===== src/rtl/wb_merge.sv =====
// Writeback merge: ALU results take the register-file write port first,
// load returns queue in an in-order FIFO and drain into idle slots.
module wb_merge #(
   parameter int DEPTH      = 4,
   parameter int STARVE_MAX = 8
) (
   input  logic                     clk,
   input  logic                     rst,
   input  logic                     alu_vld,
   input  logic [2:0]               alu_trd,
   input  logic [4:0]               alu_rd,
   input  logic [31:0]              alu_data,
   input  logic                     ld_vld,
   input  logic [2:0]               ld_trd,
   input  logic [4:0]               ld_rd,
   input  logic [31:0]              ld_data,
   output logic                     ld_rdy,
   output logic                     wr_en,
   output logic [2:0]               wr_trd,
   output logic [4:0]               reg_wr,
   output logic [31:0]              wr_data,
   output logic [$clog2(DEPTH):0]   ld_cnt,
   output logic [7:0]               trd_pend,
   output logic                     alu_hold
);

   localparam int AW = $clog2(DEPTH);
   localparam int CW = AW + 1;
   localparam int SW = $clog2(STARVE_MAX + 1);

   logic [2:0]       trd_q  [DEPTH];
   logic [4:0]       rd_q   [DEPTH];
   logic [31:0]      data_q [DEPTH];
   logic [DEPTH-1:0] vld_q, vld_d;
   logic [AW-1:0]    wptr_q, wptr_d, rptr_q, rptr_d;
   logic [CW-1:0]    cnt_q, cnt_d;
   logic [SW-1:0]    starve_q, starve_d;
   logic             hold_q, hold_d;
   logic             wen_q, wen_d;
   logic [2:0]       wtrd_q, wtrd_d;
   logic [4:0]       wrd_q, wrd_d;
   logic [31:0]      wdata_q, wdata_d;
   logic             alu_sel, push, pop, fifo_ne;

   assign fifo_ne = (cnt_q != '0);
   assign ld_rdy  = (cnt_q != CW'(DEPTH));
   assign alu_sel = alu_vld && (alu_rd != 5'd0);
   // rd==0 loads still complete the handshake but are never stored
   assign push    = ld_vld && ld_rdy && (ld_rd != 5'd0);
   assign pop     = !alu_sel && fifo_ne;

   always_comb begin
      wptr_d = wptr_q;
      rptr_d = rptr_q;
      vld_d  = vld_q;
      cnt_d  = cnt_q;
      if (push) begin
         wptr_d        = wptr_q + 1'b1;
         vld_d[wptr_q] = 1'b1;
      end
      if (pop) begin
         rptr_d        = rptr_q + 1'b1;
         vld_d[rptr_q] = 1'b0;
      end
      unique case ({push, pop})
         2'b10:   cnt_d = cnt_q + 1'b1;
         2'b01:   cnt_d = cnt_q - 1'b1;
         default: cnt_d = cnt_q;
      endcase
   end

   always_comb begin
      starve_d = starve_q;
      if (pop || !fifo_ne)
         starve_d = '0;
      else if (starve_q != SW'(STARVE_MAX))
         starve_d = starve_q + 1'b1;
      hold_d = (starve_q == SW'(STARVE_MAX)) && !pop;
   end

   always_comb begin
      wen_d   = 1'b0;
      wtrd_d  = wtrd_q;
      wrd_d   = wrd_q;
      wdata_d = wdata_q;
      if (alu_sel) begin
         wen_d   = 1'b1;
         wtrd_d  = alu_trd;
         wrd_d   = alu_rd;
         wdata_d = alu_data;
      end else if (pop) begin
         wen_d   = 1'b1;
         wtrd_d  = trd_q[rptr_q];
         wrd_d   = rd_q[rptr_q];
         wdata_d = data_q[rptr_q];
      end
   end

   always_comb begin
      trd_pend = '0;
      for (int i = 0; i < DEPTH; i++)
         if (vld_q[i]) trd_pend[trd_q[i]] = 1'b1;
   end

   // Payload storage needs no reset; occupancy is tracked by vld_q
   always_ff @(posedge clk) begin
      if (push) begin
         trd_q[wptr_q]  <= ld_trd;
         rd_q[wptr_q]   <= ld_rd;
         data_q[wptr_q] <= ld_data;
      end
   end

   always_ff @(posedge clk or posedge rst) begin
      if (rst) begin
         wptr_q   <= '0;
         rptr_q   <= '0;
         vld_q    <= '0;
         cnt_q    <= '0;
         starve_q <= '0;
         hold_q   <= 1'b0;
         wen_q    <= 1'b0;
         wtrd_q   <= '0;
         wrd_q    <= '0;
         wdata_q  <= '0;
      end else begin
         wptr_q   <= wptr_d;
         rptr_q   <= rptr_d;
         vld_q    <= vld_d;
         cnt_q    <= cnt_d;
         starve_q <= starve_d;
         hold_q   <= hold_d;
         wen_q    <= wen_d;
         wtrd_q   <= wtrd_d;
         wrd_q    <= wrd_d;
         wdata_q  <= wdata_d;
      end
   end

   assign wr_en    = wen_q;
   assign wr_trd   = wtrd_q;
   assign reg_wr   = wrd_q;
   assign wr_data  = wdata_q;
   assign ld_cnt   = cnt_q;
   assign alu_hold = hold_q;

endmodule

===== config.mk =====
export PLATFORM = sky130hd
export DESIGN_NAME = wb_merge
export DESIGN_NICKNAME = d
export VERILOG_FILES = /design/src/rtl/wb_merge.sv
export SDC_FILE = /design/constraint.sdc
export NUM_CORES = 1
export LEC_CHECK = 0
export CAP_MARGIN = 10
export CORE_ASPECT_RATIO = 1.25
export CORE_MARGIN = 2
export CORE_UTILIZATION = 56
export CTS_BUF_LIST = sky130_fd_sc_hd__clkbuf_8
export DETAILED_ROUTE_END_ITERATION = 8
export PLACE_DENSITY = 0.89
export SETUP_SLACK_MARGIN = 0.3
export SLEW_MARGIN = 20
export SYNTH_ARGS = -nofsm -noshare
export SYNTH_HDL_FRONTEND = slang
export SYNTH_SLANG_ARGS = --single-unit

===== constraint.sdc =====
create_clock -name clk -period 2.75 [get_ports clk]
set_clock_uncertainty 0.1 [all_clocks]
set_input_delay 0.4125 -clock clk [delete_from_list [all_inputs] [get_ports clk]]
set_output_delay 0.4125 -clock clk [all_outputs]
set_load 0.03 [all_outputs]

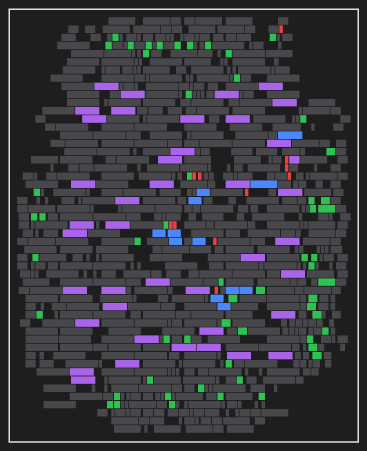
Fig. 1. Selected gate families.
(3 px per um)
Key: blue = adder and majority cells [cells 12, where centre]; green = inverting AOI/OAI gates [cells 56]; purple = multiplexers [cells 41]; red = inverters [cells 11]
Top cell excl fill/tap: edfxtp_1
fin cells: 949
combinational share of cell area: 0.215

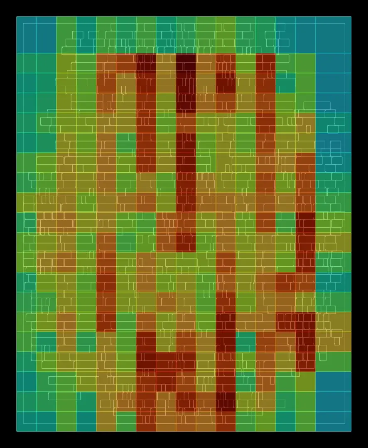
Fig. 2. Routing congestion map.
routed len/inst: 20.6 um
GRT Util Overall: 0.240
GR peak layer: met2
met1 usage: 0.276

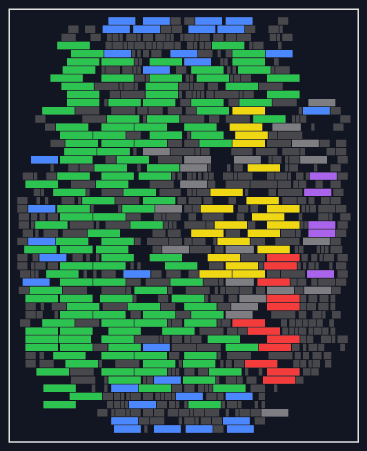
Fig. 3. Where the registers sit.
(3 px per um) Other sequential cells in the stronger grey, the rest of the logic in the fainter grey.
Key: green = data_q [sequential cells 128]; yellow = rd_q [sequential cells 20]; red = trd_q [sequential cells 12, where south-east]; blue = wr_data [sequential cells 32]; purple = reg_wr [sequential cells 5, where east]
Reg area: 0.00623 mm^2
sequential share of cell area: 0.562

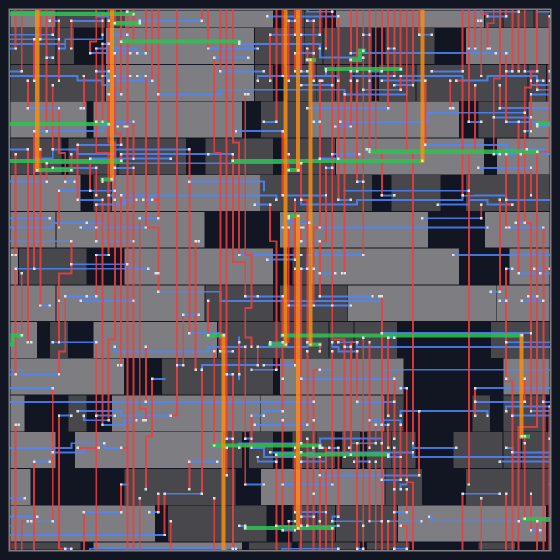
Fig. 4. Close-up of the layout.
Region (38, 81) to (78, 121) um. Cells in grey, sequential cells in the stronger grey; small squares are vias.
Key: green = metal 3; orange = metal 4; blue = metal 1; red = metal 2
Most frequent: edfxtp_1 (19), nand2_1 (10), clkdlybuf4s50_1 (10). 78 logic cells have their middle in the window. Netlist names of flops here include data_q (18), starve_q (4). Sequential cells in the window: 23.

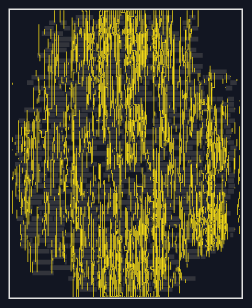
Fig. 5. Met2 routing.
(2 px per um) Cells faint in the background.
The layer holds 54% of the routed length. 740 nets have wire on it.
GR Layer Usage met2: 0.436
final WL: 19500 um
vias: 5570

==> flow_metrics.tcl <==
# yosys + openroad results
set metrics [dict create \
    hold_viol 0 \
    path_depth 4 \
    nonClkBufAreaFrac 0.145 \
    hold_path_class "in2reg" \
    wl_met1_um 7170 \
    min_period_ps 2410 \
    buffers 158 \
    area_growth_pct 26.7 \
    arrival_ps 1890 \
    ys_sh_xor 0.00801 \
    cp_cell_sequence "or2_2 > o32ai_1 > a221o_1 > clkbuf_2" \
    cts.htree.levels 1 \
    dr.first_iter.drc_count 496 \
    min_period_over_period 0.875 \
    intPower_mw 7.32 \
    startpoint "trd_q[2][0]" \
    yosysTopAreaCell "edfxtp_1" \
    ys_sh_simple 0.0896 \
    netlist.area_leader.share 0.549 \
    compound_area_frac 0.0468 \
    netSwitchingPower_mw 3.87 \
    pwr-share-comb 0.367 \
    yosysChipArea_mm2 0.00875 \
    clock_area_frac 0.0499 \
    ys_cells 552 \
    drv_cap 0 \
    place_ws_ps -165 \
    holdBufCountCts 0 \
    hold_path.startpoint "ld_rd[3]" \
    ys_ff 217 \
    holdPathEnd "rd_q[0][3]" \
    cp_max_fo 6 \
    crit-reg2reg-launch "ld_cnt[0]" \
    setup_viol 0 \
    globalplace.congestion 0.905 \
    cts_tree "yes" \
    taps 212 \
    fin_area_mm2 0.0111 \
    status "completed" \
    post_cts_resized 20 \
    clock_power_mw 2.25 \
    finalNetCount 809 \
    drc_errors 0 \
    vdd_drop_max_v 0.000538 \
    power_frac_seq 0.431 \
    swShare 0.346 \
    fp-row-count 51 \
    cp-start-kind "flip-flop" \
    die_h_um 144 \
]
Power is estimated from default activity; no workload was simulated.
